Design md5_candidate_gen, sky130hd; sources not shown.
Fig. 1: run 1, port wiring
Drawn at 1 px/um.
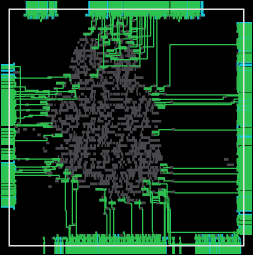
port	color	direction	edge	end cells	buffers	wire
`cand_count`	cyan	output	24 north, 16 east, 16 south, 8 west	64	0	379 um
`message`	green	output	129 east, 129 south, 115 north, 75 west	448	64	6280 um
I/O pins: 588
Buffers on Ports: 81

Fig. 2: run 1, track usage over the die
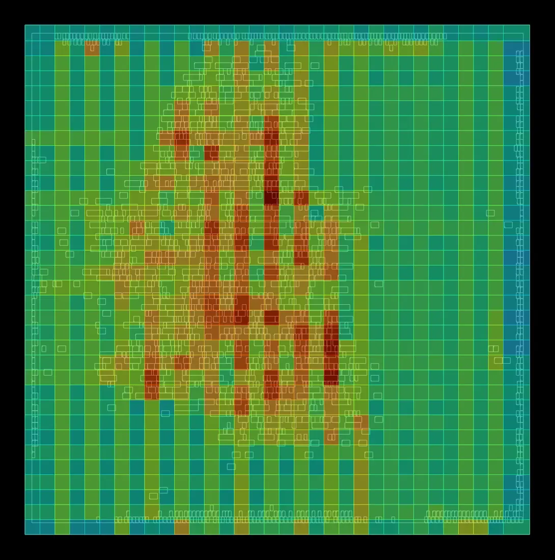
GR met1 Demand/Resource: 0.1279
GR met3 Demand/Resource: 0.03286
Core Util, Final: 0.2413
most used routing layer: met2
All-Layer GR Usage: 0.09994

Fig. 3: run 1, metal 4
Drawn at 1.5 px/um. Supply wires on this layer in gray.
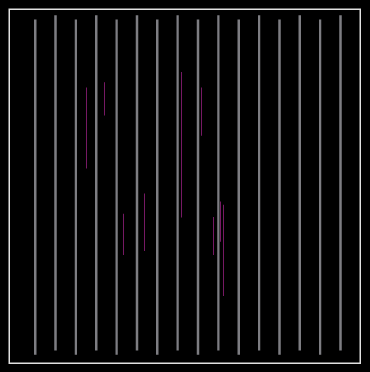
share of all routed wire	1.3%
longest straight run	96.6 um
main direction	vertical
vias: 8794
Total Wirelength: 29330 um

Fig. 4: run 1, cell density map
Drawn at 1.5 px/um. 23 x 24 tiles, from dark blue (low) to red (high), 0 to 100% covered.
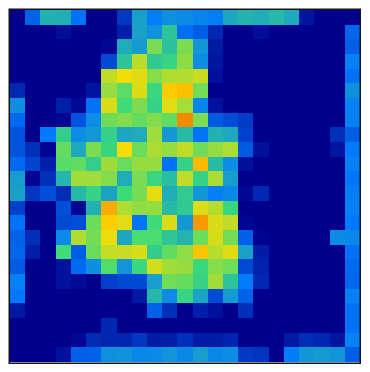
tiles over 75% full	1.4%
fullest tile	84%
mean over tiles	21%
Core ar.: 51200 um2
Pre-Place Util: 0.2312

==> flow_metrics.env, run 1 <==
# implementation run metrics
export IMPL_status="complete, no violations"
export IMPL_met2_length_um=13720
export IMPL_seq_area_frac_synth=0.2402
export IMPL_timing_critical_path_buf_inv=0
export IMPL_warnings=35
export IMPL_finalWeightedCongestion=0.8736
export IMPL_yosysMostFrequentCell="buf_4"
export IMPL_vdd_drop_max_mv=0.2973
export IMPL_seqCellArea_um2=2843
export IMPL_fin_skew_ns=0.01273
export IMPL_path_class="register to register"
export IMPL_maxSlewHeadroom=0.4749
export IMPL_htreeDepth=4
export IMPL_clockBufferDepth=2
export IMPL_hold_buffers=0
export IMPL_cp_data_required_time_ns=4.37
export IMPL_cts_setup_buffers=0
export IMPL_die_x_um=233
export IMPL_r2r_slack_ns=0.28
export IMPL_ys_cells=1528
export IMPL_wl_per_cell_um=12.72
## run 1: cell families after synthesis
logic type | after synthesis
AOI/OAI and AO/OA | 214
xor gates and xnor gates | 48
adders and majority gates | 26
buffers and inverters | 583
DFF | 142
muxes | 23
other | 1
and+or+nand+nor | 491
## run 1: worst min-delay path, cell delays in order, from the launching register on
cell and delay, ns:
dfxtp_1 0.31, nand2_1 0.05, a21oi_1 0.05
## run 1: stage by stage
stage	setup slack (ns)	area [um2]	cells	hold WS [ns]	power, W
2_1_floorplan	0.5337	13730	2033	0.4483	0.002083
3_3_place_gp	0.1651	11730	2276	0.4353	0.001892
3_5_place_dp	0.1435	11730	2276	0.4455	0.001893
4_1_cts	0.2843	12350	2307	0.4531	0.003585
5_1_grt	0.02542	12350	2307	0.4792	0.003719
6_report	0.2818	12350	2307	0.4508	0.003551
## run 1: cell usage in the layout, fill, tap and decap left out, types with 26 or more instances in the layout
cell type and n:
nor2b_1 34, dfxtp_1 142, o21ai_0 51, ha_1 26, nand3_1 60, a21oi_1 56
conb_1 506, nand2_1 81, clkdlybuf4s50_1 79, buf_4 43, nor2_1 143, nor3_1 48
## run 1: final cells by class
class                   instances  area share
well taps                     680     0.06887
clock buffers                  21     0.03727
repair buffers                125     0.09258
clock inverters                10     0.01307
flip-flops and latches        142      0.2301
inverters                      21    0.006381
multi-input cells            1308      0.5517
## run 1: where the power goes
part | total (W) | switching [W] | leakage, nW | internal, W
clock network | 0.00168 | 0.000619 | 0.296 | 0.00106
registers | 0.00144 | 0.0000192 | 1.15 | 0.00143
logic | 0.000428 | 0.000309 | 3.80 | 0.000119
==> inputs of run 2 (changes only) <==
--- a/config.mk
+++ b/config.mk
@@ -5,10 +5,11 @@
 export SDC_FILE = /design/constraint.sdc
 export NUM_CORES = 1
 export LEC_CHECK = 0
+export CAP_MARGIN = 40
 export CORE_AREA = 3 3 230 232
 export DETAILED_ROUTE_END_ITERATION = 8
 export DIE_AREA = 0 0 233 235
-export SLEW_MARGIN = 20
+export DONT_BUFFER_PORTS = 1
 export SYNTH_ARGS = -nofsm -noshare
 export SYNTH_HDL_FRONTEND = slang
 export SYNTH_SLANG_ARGS = --single-unit
Fig. 5: run 2, metal 4
Drawn at 1.5 px/um. Supply wires on this layer in gray.
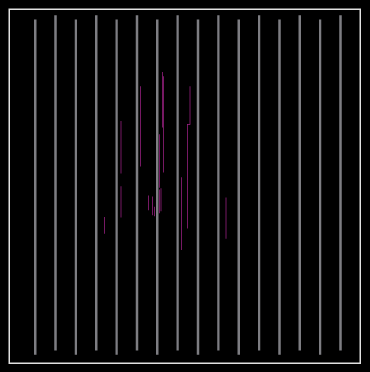
wire length on this layer	485 um
nets with wire on the layer	12
main direction	vertical
longest straight run	69.3 um
vias: 8543
Total Wirelength: 29310 um

Fig. 6: run 2, clock distribution
Drawn at 1.5 px/um.
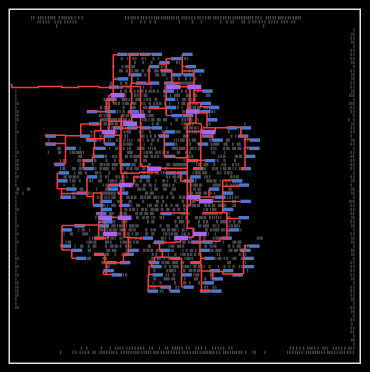
[clock wires] red | length: 2050 um
[clock drivers] purple | count: 17
[flip-flops] blue | count: 142
routed clock nets	18
Skew-Pair Late Insertion Delay: 0.43 ns
clock share of power: 0.489

==> run 2 against run 1 <==
Net effect: sequential share of layout area is 1.7 points higher; synthesized cell count stayed put; global-route usage is 0.069 points lower; cell count is 3.8% lower; clock skew is 0.0022 ns lower; combinational power is 26% lower; sequential power hardly changed; first-iteration DRC count is 2.6% lower; non-clock buffer count is 88 lower; sequential cell count stayed put; critical path type unchanged; largest cell class unchanged.
==> flow_metrics.env, run 2 <==
# implementation run metrics
export IMPL_cp_data_required_time_ns=4.37
export IMPL_warnings=35
export IMPL_vdd_drop_max_mv=0.2989
export IMPL_htreeDepth=4
export IMPL_fp_utilization=0.2312
export IMPL_die_x_um=233
export IMPL_wl_per_cell_um=13.20
export IMPL_lay_top_count="conb_1"
export IMPL_path_class="register to register"
export IMPL_timing_critical_path_buf_inv=0
export IMPL_ys_cells=1528
export IMPL_core_area_um2=51200
export IMPL_status="complete, no violations"
export IMPL_placed_cell_area_um2=10860
export IMPL_place_inst=2188
export IMPL_fin_skew_ns=0.01057
export IMPL_finalWeightedCongestion=0.8593
export IMPL_hold_buffers=0
export IMPL_track_usage=0.09925
export IMPL_layout_top_cells="conb_1, nor2_1, dfxtp_1"
export IMPL_seq_area_frac_synth=0.2402
export IMPL_power_w=0.003482
export IMPL_fin_area_um2=11500
export IMPL_maxSlewHeadroom=0.3691
export IMPL_pin_count=588
export IMPL_cts_setup_buffers=0
export IMPL_fin_cells=2220
export IMPL_r2r_slack_ns=0.23
Fig. 7: run 2, port wiring
Drawn at 1 px/um.
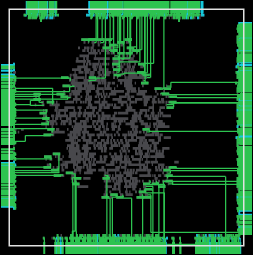
port	color	direction	edge	end cells	buffers	wire
`cand_count`	cyan	output	24 north, 16 east, 16 south, 8 west	64	0	367 um
`message`	green	output	129 east, 129 south, 115 north, 75 west	448	0	6470 um
Buffers on Ports: 0

-- run 2: where the power goes --
| group | internal, W | total, W | switching, W | leakage [nW] |
|---|---|---|---|---|
| sequential | 0.00143 | 0.00146 | 0.0000359 | 1.15 |
| combinational | 0.0000656 | 0.000318 | 0.000252 | 3.48 |
| clock | 0.00104 | 0.00170 | 0.000661 | 0.314 |
-- run 2: metrics by stage --
step                      utilization  hold WS (ns)
after floorplan                     -        0.4483
after global placement         0.2122        0.4845
after detailed placement       0.2122        0.4843
after CTS                      0.2246        0.4532
after global routing           0.2246        0.4397
final                          0.2246        0.4580
-- run 2: cells by family (layout without fill, tap and decap cells) --
| kind of cell | Yosys count | in the layout | synth area share |
|---|---|---|---|
| and+or+nand+nor | 491 | 491 | 0.2115 |
| other | 1 | 506 | 0.0003168 |
| buffers and inverters | 583 | 90 | 0.3458 |
| muxes | 23 | 23 | 0.01966 |
| DFF | 142 | 142 | 0.2402 |
| AOI/OAI and AO/OA | 214 | 214 | 0.1196 |
| xor gates and xnor gates | 48 | 48 | 0.03552 |
| adders and majority gates | 26 | 26 | 0.02748 |
-- run 2: cell type report --
type / count / area [um2]
fillers: 5775 / 39700
clock buffers: 17 / 425.4
clock inverters: 15 / 211.5
repair buffers: 37 / 277.8
inverters: 21 / 78.83
multi-input cells: 1308 / 6813
flip-flops and latches: 142 / 2843
well taps: 680 / 850.8
-- run 2: per-layer routing --
layer	vias to the layer above	wire, um	GRT usage
met5	-	0	0
met4	0	485	0.02688
met3	34	3370	0.04219
met2	408	13870	0.1633
met1	3895	11590	0.1179
li1	4206	-	-
Power figures rest on the tool's default switching activity, not on a simulated workload.
